==> run_1/met3.png <==
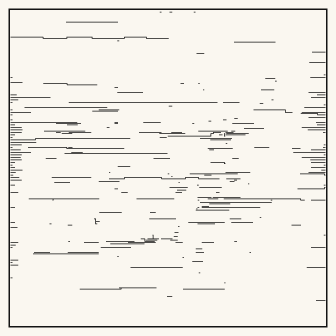
==> run_1/final_clocks.png <==
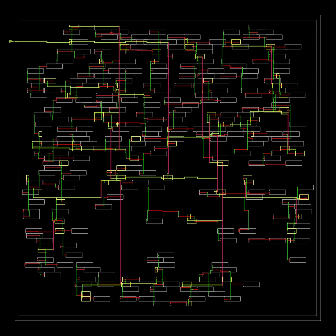
==> run_1/met1.png <==
Supply wires on this layer in grey.
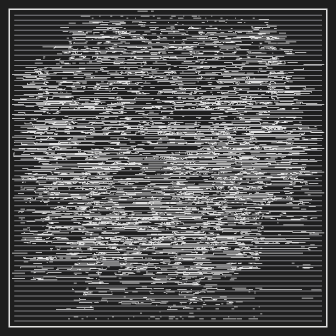
==> run_1/met2.png <==
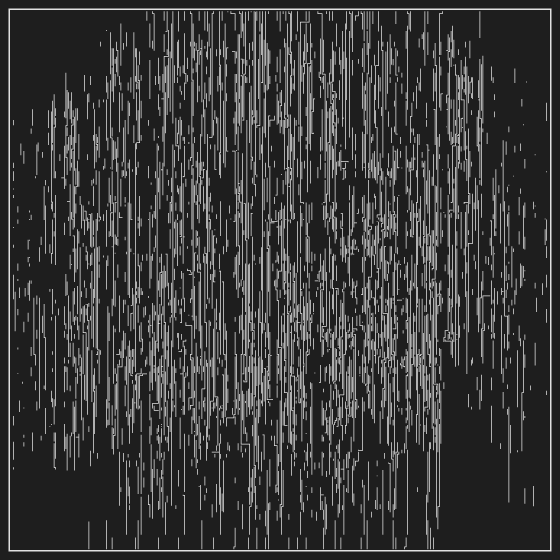
`config.mk`:
```
export PLATFORM = sky130hd
export DESIGN_NAME = seq_divider
export DESIGN_NICKNAME = d
export VERILOG_FILES = /design/src/rtl/div_pkg.sv /design/src/rtl/div_step.sv /design/src/rtl/seq_divider.sv
export SDC_FILE = /design/constraint.sdc
export NUM_CORES = 1
export LEC_CHECK = 0
export ABC_AREA = 0
export CAP_MARGIN = 40
export CORE_MARGIN = 2
export CORE_UTILIZATION = 45
export CTS_BUF_LIST = sky130_fd_sc_hd__clkbuf_8
export DETAILED_ROUTE_END_ITERATION = 8
export PLACE_DENSITY = 0.67
export SLEW_MARGIN = 30
export SYNTH_ARGS = -nofsm -noshare
export SYNTH_HDL_FRONTEND = slang
export SYNTH_SLANG_ARGS = --single-unit
```
`constraint.sdc`:
```
create_clock -name clk -period 3.4 [get_ports clk]
set_clock_uncertainty 0.1 [all_clocks]
set_input_delay 0.34 -clock clk [delete_from_list [all_inputs] [get_ports clk]]
set_output_delay 0.34 -clock clk [all_outputs]
set_load 0.05 [all_outputs]
```
`src/rtl/div_pkg.sv`:
```
// div_pkg: shared definitions for the sequential restoring divider.
//   DIV_WIDTH  default divisor/quotient/remainder width
//   DIV_CNT_W  step counter width for the default width (clog2(WIDTH)+1)
//   div_state_e  controller states
package div_pkg;

    localparam int unsigned DIV_WIDTH = 32;
    localparam int unsigned DIV_CNT_W = $clog2(DIV_WIDTH) + 1;

    typedef enum logic [1:0] {
        S_IDLE,
        S_CHECK,
        S_RUN,
        S_DONE
    } div_state_e;

endpackage

```
`src/rtl/div_step.sv`:
```
// div_step: one combinational restoring-division step.
//   r_in     partial remainder (always < divisor, so WIDTH bits suffice)
//   divisor  denominator
//   bit_in   next dividend bit, MSB first
//   r_out    new partial remainder
//   qbit     quotient bit produced by this step
module div_step
    import div_pkg::*;
#(
    parameter int unsigned WIDTH = DIV_WIDTH
) (
    input  logic [WIDTH-1:0] r_in,
    input  logic [WIDTH-1:0] divisor,
    input  logic             bit_in,
    output logic [WIDTH-1:0] r_out,
    output logic             qbit
);

    logic [WIDTH:0] shifted;
    logic [WIDTH:0] diff;

    always_comb begin
        shifted = {r_in, bit_in};
        diff    = shifted - {1'b0, divisor};
        qbit    = (shifted >= {1'b0, divisor});
        // The difference is below divisor whenever it is taken, so it fits WIDTH bits.
        r_out   = qbit ? diff[WIDTH-1:0] : shifted[WIDTH-1:0];
    end

endmodule

```
`src/rtl/seq_divider.sv`:
```
// seq_divider: iterative restoring divider, 2*WIDTH-bit dividend by WIDTH-bit
// divisor, one quotient bit per clock, valid/ready on both sides.
//   clk, rst_n            clock, asynchronous active-low reset
//   in_valid, in_ready    operand handshake (in_ready high only when idle)
//   dividend, divisor     operands, sampled on accept only
//   signed_op             two's-complement operation (only with DIV_SIGNED_EN)
//   out_valid, out_ready  result handshake
//   quotient, remainder   result, held while out_valid
//   div_by_zero, overflow exception flags
// Optional feature macro: DIV_SIGNED_EN (signed operation support).
module seq_divider
    import div_pkg::*;
#(
    parameter int unsigned WIDTH = DIV_WIDTH
) (
    input  logic               clk,
    input  logic               rst_n,
    input  logic               in_valid,
    output logic               in_ready,
    input  logic [2*WIDTH-1:0] dividend,
    input  logic [WIDTH-1:0]   divisor,
`ifdef DIV_SIGNED_EN
    input  logic               signed_op,
`endif
    output logic               out_valid,
    input  logic               out_ready,
    output logic [WIDTH-1:0]   quotient,
    output logic [WIDTH-1:0]   remainder,
    output logic               div_by_zero,
    output logic               overflow
);

    localparam int unsigned   CNT_W = $clog2(WIDTH) + 1;
    localparam logic [CNT_W-1:0] LAST_STEP = CNT_W'(WIDTH - 1);

    div_state_e           state;
    logic [CNT_W-1:0]     cnt;
    logic [2*WIDTH-1:0]   dvd_r;     // dividend as accepted (low half reused on overflow)
    logic [WIDTH-1:0]     dvs_r;     // divisor; replaced by its magnitude in CHECK
    logic [WIDTH-1:0]     part_r;    // partial remainder
    logic [WIDTH-1:0]     shreg;     // dividend low bits shift out, quotient bits shift in

    logic [2*WIDTH-1:0]   mag_dvd;
    logic [WIDTH-1:0]     mag_dvs;
    logic [WIDTH-1:0]     step_r;
    logic                 step_q;
    logic [WIDTH-1:0]     q_mag;
    logic [WIDTH-1:0]     res_q;
    logic [WIDTH-1:0]     res_r;
    logic                 res_ovf;

`ifdef DIV_SIGNED_EN
    localparam logic [WIDTH-1:0] MIN_MAG = {1'b1, {(WIDTH-1){1'b0}}};
    logic sgn_r;
    logic neg_q_r;
    logic neg_r_r;
`endif

    assign in_ready = (state == S_IDLE);

    div_step #(.WIDTH(WIDTH)) u_step (
        .r_in    (part_r),
        .divisor (dvs_r),
        .bit_in  (shreg[WIDTH-1]),
        .r_out   (step_r),
        .qbit    (step_q)
    );

    always_comb begin
        q_mag = {shreg[WIDTH-2:0], step_q};
`ifdef DIV_SIGNED_EN
        mag_dvd = (sgn_r && dvd_r[2*WIDTH-1]) ? (~dvd_r + 1'b1) : dvd_r;
        mag_dvs = (sgn_r && dvs_r[WIDTH-1])   ? (~dvs_r + 1'b1) : dvs_r;
        res_q   = neg_q_r ? (~q_mag + 1'b1)  : q_mag;
        res_r   = neg_r_r ? (~step_r + 1'b1) : step_r;
        // Negative results may reach -2^(W-1); positive ones must stay below 2^(W-1).
        if (sgn_r) begin
            res_ovf = neg_q_r ? (q_mag > MIN_MAG) : q_mag[WIDTH-1];
        end else begin
            res_ovf = 1'b0;
        end
        if (res_ovf) begin
            res_q = '1;
            res_r = dvd_r[WIDTH-1:0];
        end
`else
        mag_dvd = dvd_r;
        mag_dvs = dvs_r;
        res_q   = q_mag;
        res_r   = step_r;
        res_ovf = 1'b0;
`endif
    end

    always_ff @(posedge clk or negedge rst_n) begin
        if (!rst_n) begin
            state       <= S_IDLE;
            cnt         <= '0;
            dvd_r       <= '0;
            dvs_r       <= '0;
            part_r      <= '0;
            shreg       <= '0;
            out_valid   <= 1'b0;
            quotient    <= '0;
            remainder   <= '0;
            div_by_zero <= 1'b0;
            overflow    <= 1'b0;
`ifdef DIV_SIGNED_EN
            sgn_r       <= 1'b0;
            neg_q_r     <= 1'b0;
            neg_r_r     <= 1'b0;
`endif
        end else begin
            case (state)
                S_IDLE: begin
                    if (in_valid) begin
                        dvd_r <= dividend;
                        dvs_r <= divisor;
`ifdef DIV_SIGNED_EN
                        sgn_r <= signed_op;
`endif
                        state <= S_CHECK;
                    end
                end

                S_CHECK: begin
                    cnt    <= '0;
                    part_r <= mag_dvd[2*WIDTH-1:WIDTH];
                    shreg  <= mag_dvd[WIDTH-1:0];
                    dvs_r  <= mag_dvs;
`ifdef DIV_SIGNED_EN
                    neg_q_r <= sgn_r && (dvd_r[2*WIDTH-1] ^ dvs_r[WIDTH-1]);
                    neg_r_r <= sgn_r && dvd_r[2*WIDTH-1];
`endif
                    if (dvs_r == '0) begin
                        state       <= S_DONE;
                        out_valid   <= 1'b1;
                        quotient    <= '1;
                        remainder   <= dvd_r[WIDTH-1:0];
                        div_by_zero <= 1'b1;
                        overflow    <= 1'b0;
                    end else if (mag_dvd[2*WIDTH-1:WIDTH] >= mag_dvs) begin
                        state       <= S_DONE;
                        out_valid   <= 1'b1;
                        quotient    <= '1;
                        remainder   <= dvd_r[WIDTH-1:0];
                        div_by_zero <= 1'b0;
                        overflow    <= 1'b1;
                    end else begin
                        state <= S_RUN;
                    end
                end

                S_RUN: begin
                    part_r <= step_r;
                    shreg  <= q_mag;
                    cnt    <= cnt + 1'b1;
                    if (cnt == LAST_STEP) begin
                        state       <= S_DONE;
                        out_valid   <= 1'b1;
                        quotient    <= res_q;
                        remainder   <= res_r;
                        div_by_zero <= 1'b0;
                        overflow    <= res_ovf;
                    end
                end

                S_DONE: begin
                    if (out_ready) begin
                        out_valid <= 1'b0;
                        state     <= S_IDLE;
                    end
                end

                default: state <= S_IDLE;
            endcase
        end
    end

endmodule

```
==> impl_metrics.json, run 1 <==
{
  "status": "finished, final reports clean",
  "synth_top_cell_by_count": "dfrtp_1",
  "routabilityCongestion": 0.920,
  "cp-endpoint": "remainder[31]$_DFFE_PN0P_",
  "syn_to_final_growth_pct": 24.4,
  "ys_chip_area_um2": 12600,
  "relSlewSlack_pct": 43.4,
  "lay_top_cells": "dfrtp_1 (235), clkdlybuf4s50_1 (166), mux2_2 (96)",
  "crit_path_top_delay_cell": "o311ai_1",
  "diodes": 0,
  "fin_tns_setup_ns": 0,
  "wire_per_inst_um": 20.1,
  "yosysUniqueCellTypes": 70,
  "hold_path.startpoint": "dividend[0]",
  "port_buffers": 167,
  "fp_util_pct": 45.6,
  "fmax_ghz": 0.306,
  "final_layout_top_logic_cell": "dfrtp_1",
  "setup_ws_ns": 0.132,
  "ys_top_cells_by_area": "dfrtp_1 (47%), mux2_2 (8.6%), ha_1 (6.8%)",
  "edf_count": 0,
  "core_um2": 27700,
  "drive_gt1_share_pct": 16.4,
  "arrival_ns": 3.66,
  "cts.repair.resized": 0,
  "cp-start-kind": "flop",
  "slew_viol_final": 0,
  "synthAoiAreaFrac_pct": 19.8,
  "drt_iter0_markers": 737,
  "worst_slew_pin_slew_ns": 0.848,
  "drt_first_pass_iters": 5,
  "cap_violations": 0,
  "largest_reg_flops": 64,
  "cts_buffer_depth": 3,
  "finalSetupViolCount": 0,
  "synthTopLogicFamily": "AND-OR/OR-AND gates",
  "top_register": "dvd_r",
  "fp-row-count": 61,
  "path_class": "flop to flop",
  "place_hpwl_um": 25600,
  "topRoutingLayerUsed": "met5",
  "syn_area_per_cell_um2": 10.4,
  "synth_area_um2": 12600,
  "fin_area_um2": 15700,
  "overflow": 0,
  "cp.required_ns": 3.79,
  "htreeDepth": 2,
  "die_height_um": 172,
  "dr_wl_met3_um": 2160,
  "reg2reg_setup_slack_ns": 0.13,
  "holdWs_ns": 0.288,
  "final_cells": 1796,
  "ys_warn_count": 0,
  "dieArea_um2": 29400,
  "ys_cells": 1210,
  "rsz0062_at_grt": "no",
  "synth.cells.most_frequent": "dfrtp_1 (235), mux2_2 (96), nor2_1 (91), a21oi_1 (79), nand2_1 (77)",
  "clk_pin_slew_worst_paths_ns": 0.06,
  "place_inst": 1720,
  "synth.area.mux_share_pct": 10.9,
  "critPathMostFrequentCell": "a21oi_1",
  "pre_cts_ws_ns": 0.0786,
  "hold_violations": 0,
  "cts_tree": "yes",
  "path_max_fanout": 36,
  "final_nets": 1558,
  "drc": 0,
  "reg2reg_from": "dvd_r[32]$_DFFE_PN0P_",
  "io_pins": 168,
  "synth_nets": 1380,
  "yosysTopAreaCell": "dfrtp_1",
  "warning_count": 31,
  "crit_path_end_kind": "flop",
  "postCtsSetupBuffers": 0,
  "ys_sh_simple_pct": 10.2,
  "utilization_pct": 56.7,
  "grt_max_degree": 102,
  "adder_share_pct": 7.00,
  "xor_share_pct": 1.53,
  "rr_worst_depth": 14,
  "hold_path_depth": 2
}
About met3.png:
share of all routed wire = 6.0%
longest straight run = 80.5 µm
wire length on this layer = 2160 µm
nets with wire on the layer = 172
main direction = horizontal

About final_clocks.png:
CTS Sinks: 235
flop count: 235
Clock Buffer Count: 51
worst skew pair latency: 0.56 ns

About met1.png:
share of all routed wire = 44%
main direction = horizontal
nets with wire on the layer = 1427
longest straight run = 54.3 µm
wire length on this layer = 16000 µm

About met2.png:
main direction = vertical
nets with wire on the layer = 1343
wire length on this layer = 16500 µm
Total Wirelength: 36100 µm
met2 Track Usage GR: 39.4%
via count: 10230

[run 1: metal layers]
metal / GRT usage [%] / vias up
met5: 0 / -
met1: 33.7 / 5026
met4: 9.43 / 2
met3: 4.42 / 80
met2: 39.4 / 339
li1: - / 4783
[run 1: layout make-up]
type | instances | area [µm²]
clock buffer | 51 | 702
clock inverter | 23 | 115
fill | 2429 | 12000
inverter | 52 | 195
multi-input combinational | 852 | 6280
sequential | 235 | 5880
tap | 378 | 473
timing repair buffer | 205 | 2050
[run 1: critical path: cells and delay by family (launching register included)]
| family | cells | cell delay, ns |
|---|---|---|
| compound gates | 7 | 1.64 |
| buf+inv | 4 | 0.65 |
| simple gates | 2 | 0.14 |
| fa+ha+maj | 1 | 0.26 |
| flops | 1 | 0.39 |
--- run 2 (diff from run 1) ---
Settings changed: SYNTH_HIERARCHICAL from default to 1.
==> run 2 against run 1 <==
The flow now finishes with violations (negative setup slack). Synthesized area grew 5.8%. Maximum frequency down 4.7%. Critical path type unchanged.
==> impl_metrics.json, run 2 <==
{
  "utilization_pct": 58.5,
  "ys_cells": 1206,
  "clock-sinks": 235,
  "clock_buffer_count": 53,
  "busiest_layer": "met2",
  "use_met3_pct": 3.27,
  "drive_gt1_share_pct": 28.7,
  "crit_path_top_delay_cell": "dfrtp_1",
  "synth.cells.most_frequent": "dfrtp_1 (235), mux2_2 (174), a21oi_1 (109), nor2_1 (90), inv_1 (84)",
  "cap_violations": 0,
  "reg2reg_setup_slack_ns": -0.03,
  "cp.required_ns": 3.72,
  "hold_path.startpoint": "dividend[42]",
  "critPathBufInv": 3,
  "fp_util_pct": 45.4,
  "io_pins": 168,
  "lay_top_cells": "dfrtp_1 (235), mux2_2 (172), clkdlybuf4s50_1 (166)",
  "status": "finished with violations",
  "diodes": 0,
  "crit_cells": 13,
  "overflow": 0,
  "yosysTopAreaCell": "dfrtp_1",
  "drt_first_pass_iters": 5,
  "fill_cells": 2481,
  "cts_tree": "yes",
  "logic_area_um2": 7110,
  "dr_wl_met3_um": 1370,
  "taps": 390,
  "area_dominant_class": "multi-input combinational cells",
  "final_nets": 1630,
  "syn_area_per_cell_um2": 11.1,
  "cts_buffer_depth": 3,
  "relSlewSlack_pct": 45.9,
  "hold_path_depth": 2,
  "setup_ws_ns": -0.0283,
  "fin_area_um2": 17200,
  "port_buffers": 167,
  "htreeDepth": 2,
  "cp-endpoint": "remainder[17]$_DFFE_PN0P_",
  "fin_tns_setup_ns": -0.0959,
  "synth_nets": 1376,
  "clkLatencyLatePin_ns": 0.55,
  "worst_slew_pin_slew_ns": 0.811,
  "fp-row-count": 63,
  "dieArea_um2": 31100,
  "ys_chip_area_um2": 13400,
  "edf_count": 0,
  "ys_warn_count": 6,
  "hold_violations": 0,
  "yosysUniqueCellTypes": 63,
  "fmax_ghz": 0.292,
  "crit_family": "simple AND/OR/NAND/NOR gates",
  "warning_count": 34,
  "final_layout_top_logic_cell": "dfrtp_1",
  "top_register": "dvd_r",
  "postCtsSetupBuffers": 1,
  "grt_max_degree": 134,
  "path_max_fanout": 4,
  "routabilityCongestion": 0.903,
  "path_class": "flop to flop",
  "drt_iter0_markers": 615,
  "flop-count": 235,
  "slew_viol_final": 0,
  "violations": "negative setup slack",
  "syn_to_final_growth_pct": 28.8,
  "clock_area_share_pct": 4.64,
  "arrival_ns": 3.75,
  "wire_per_inst_um": 19.3,
  "drc": 0,
  "rsz0062_at_grt": "yes",
  "comb_share_pct": 41.3,
  "synth_area_um2": 13400,
  "grt_use_met2_pct": 40.2,
  "place_inst": 1801,
  "place_hpwl_um": 26400,
  "crit_path_end_kind": "flop",
  "finalSetupViolCount": 5,
  "seq_share_pct": 34.2,
  "use_met1_pct": 30.1,
  "topRoutingLayerUsed": "met4",
  "comb_cells": 826,
  "reg2reg_from": "dvs_r[1]$_DFFE_PN0P_"
}
==> run 2: cell types whose count changed in the layout (fill, tap and decap cells not counted), moves of 32 or more <==
cell | before | now
buf_4 | 30 | 92
mux2_2 | 96 | 172
mux2_4 | 1 | 49
mux2i_1 | 28 | 68
nand2_1 | 76 | 44
o21ai_0 | 68 | 25
o22a_1 | 35 | 0
==> run 2: kinds of logic after synthesis <==
kind of cell | count (synthesis) | share of synthesized area [%]
mux | 289 | 25.0
compound gates | 198 | 9.00
flops | 235 | 44.0
simple gates | 242 | 8.96
fa+ha+maj | 70 | 6.61
xor+xnor | 27 | 1.77
buf+inv | 145 | 4.60
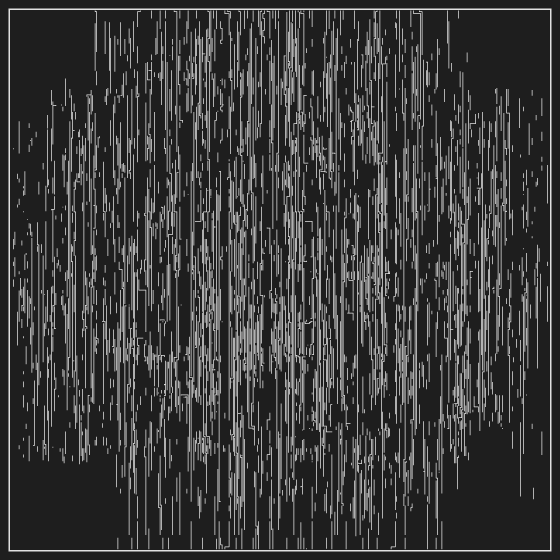
(run_2/met2.png)
nets with wire on the layer = 1417
wire length on this layer = 17900 µm
share of all routed wire = 49%

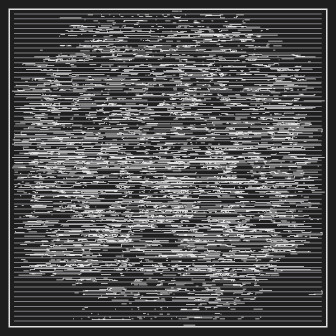
(run_2/met1.png)
Supply wires on this layer in grey.
nets with wire on the layer = 1489
main direction = horizontal
longest straight run = 83.3 µm
share of all routed wire = 43%

--- run 3 (diff from run 2) ---
Settings changed: TNS_END_PERCENT from default to 30.
==> run 3 against run 2 <==
The flow still finishes with violations (negative setup slack). Utilization is 0.15 points lower. Maximum frequency is 0.67% lower. Critical path depth stayed put. First-iteration DRC count is 6.5% lower. Worst hold slack hardly changed. Via count hardly changed. Non-clock buffer count is 1 lower. Synthesized cell count stayed put. Highest routed layer unchanged.
==> impl_metrics.json, run 3 <==
{
  "fmax_ghz": 0.290,
  "warning_count": 34,
  "cp-endpoint": "remainder[17]$_DFFE_PN0P_",
  "port_buffers": 167,
  "drt_iter0_markers": 575,
  "arrival_ns": 3.77,
  "ys_top_cells_by_area": "dfrtp_1 (44%), mux2_2 (15%), ha_1 (6.5%)",
  "synth_top_cell_by_count": "dfrtp_1",
  "yosysTopAreaCell": "dfrtp_1",
  "ys_cells": 1206,
  "final_cells": 1874,
  "crit_cells": 13,
  "top_register": "dvd_r",
  "io_pins": 168,
  "postCtsSetupBuffers": 1,
  "hold_path.startpoint": "dividend[42]",
  "wire_per_inst_um": 19.2,
  "crit_family": "simple AND/OR/NAND/NOR gates",
  "critPathBufInv": 3,
  "path_max_fanout": 4,
  "rr_worst_depth": 13,
  "reg2reg_from": "dvs_r[1]$_DFFE_PN0P_",
  "busiest_layer": "met2",
  "status": "finished with violations",
  "drc": 0,
  "routabilityCongestion": 0.903,
  "wl_um": 36100,
  "ys_warn_count": 6,
  "cts_hold_buf": 1,
  "slew_viol_final": 0,
  "dieArea_um2": 31100,
  "crit_path_top_delay_cell": "dfrtp_1",
  "holdWs_ns": 0.305,
  "cts_buffer_depth": 3,
  "pre_cts_ws_ns": -0.0884,
  "synth_nets": 1376,
  "diodes": 0,
  "place_hpwl_um": 26400,
  "place_inst": 1801,
  "clk_pin_slew_worst_paths_ns": 0.06,
  "path_class": "flop to flop",
  "fin_area_um2": 17200,
  "clock-sinks": 235,
  "largest_reg_flops": 64,
  "synth.cells.most_frequent": "dfrtp_1 (235), mux2_2 (174), a21oi_1 (109), nor2_1 (90), inv_1 (84)",
  "htreeDepth": 2,
  "setup_ws_ns": -0.0515,
  "synth_area_um2": 13400,
  "topRoutingLayerUsed": "met4",
  "fin_tns_setup_ns": -0.222,
  "hold_path_depth": 2,
  "fp-row-count": 63,
  "drive_gt1_share_pct": 28.5,
  "rsz0062_at_grt": "yes",
  "grt_pass1_wl_um": 56700,
  "final_nets": 1629,
  "reg2reg_setup_slack_ns": -0.05,
  "cp.required_ns": 3.72,
  "utilization_pct": 58.4,
  "core_um2": 29400,
  "vias": 9869,
  "track_usage_pct": 23.5,
  "crit_path_end_kind": "flop",
  "relSlewSlack_pct": 46.3,
  "cap_violations": 0,
  "grt_max_degree": 134,
  "yosysUniqueCellTypes": 63,
  "use_met3_pct": 3.27,
  "final_layout_top_logic_cell": "dfrtp_1",
  "cts.repair.resized": 14,
  "lay_top_cells": "dfrtp_1 (235), mux2_2 (174), clkdlybuf4s50_1 (166)",
  "overflow": 0,
  "ys_chip_area_um2": 13400,
  "drt_first_pass_iters": 5,
  "cp-start-kind": "flop",
  "syn_to_final_growth_pct": 28.4,
  "cts_tree": "yes",
  "die_height_um": 176,
  "fp_util_pct": 45.4,
  "grt_use_met2_pct": 40.2,
  "dr_wl_met3_um": 1570,
  "fill_cells": 2483,
  "violations": "negative setup slack",
  "use_met1_pct": 30.1,
  "edf_count": 0,
  "finalSetupViolCount": 12,
  "hold_violations": 0
}
run 3: layout make-up:
class	instances	area, µm²	share of cell area [%]
inverter	85	324	1.89
clock buffer	53	729	4.25
multi-input combinational	826	7080	41.3
tap	390	488	2.84
clock inverter	15	68.8	0.401
timing repair buffer	270	2590	15.1
sequential	235	5880	34.3
run 3: logic make-up after synthesis:
family | after synthesis | share of synthesized area, %
XOR/XNOR | 27 | 1.77
AND/OR/NAND/NOR | 242 | 8.96
adder cells (fa/ha/maj) | 70 | 6.61
multiplexers | 289 | 25.0
flip-flops | 235 | 44.0
buffers and inverters | 145 | 4.60
AND-OR/OR-AND | 198 | 9.00
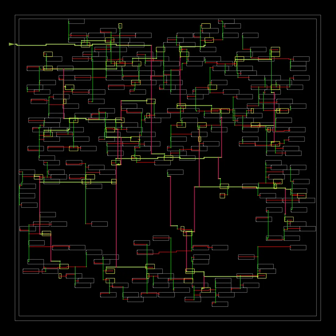
(run_3/final_clocks.png)
Inserted Clock Buffers: 41
Clock Buffer Count: 53
worst skew pair latency: 0.55 ns

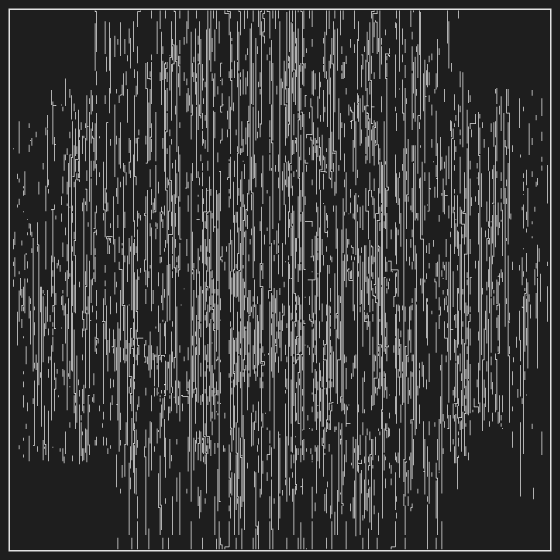
(run_3/met2.png)
share of all routed wire = 49%
wire length on this layer = 17600 µm
longest straight run = 107 µm
nets with wire on the layer = 1416
main direction = vertical

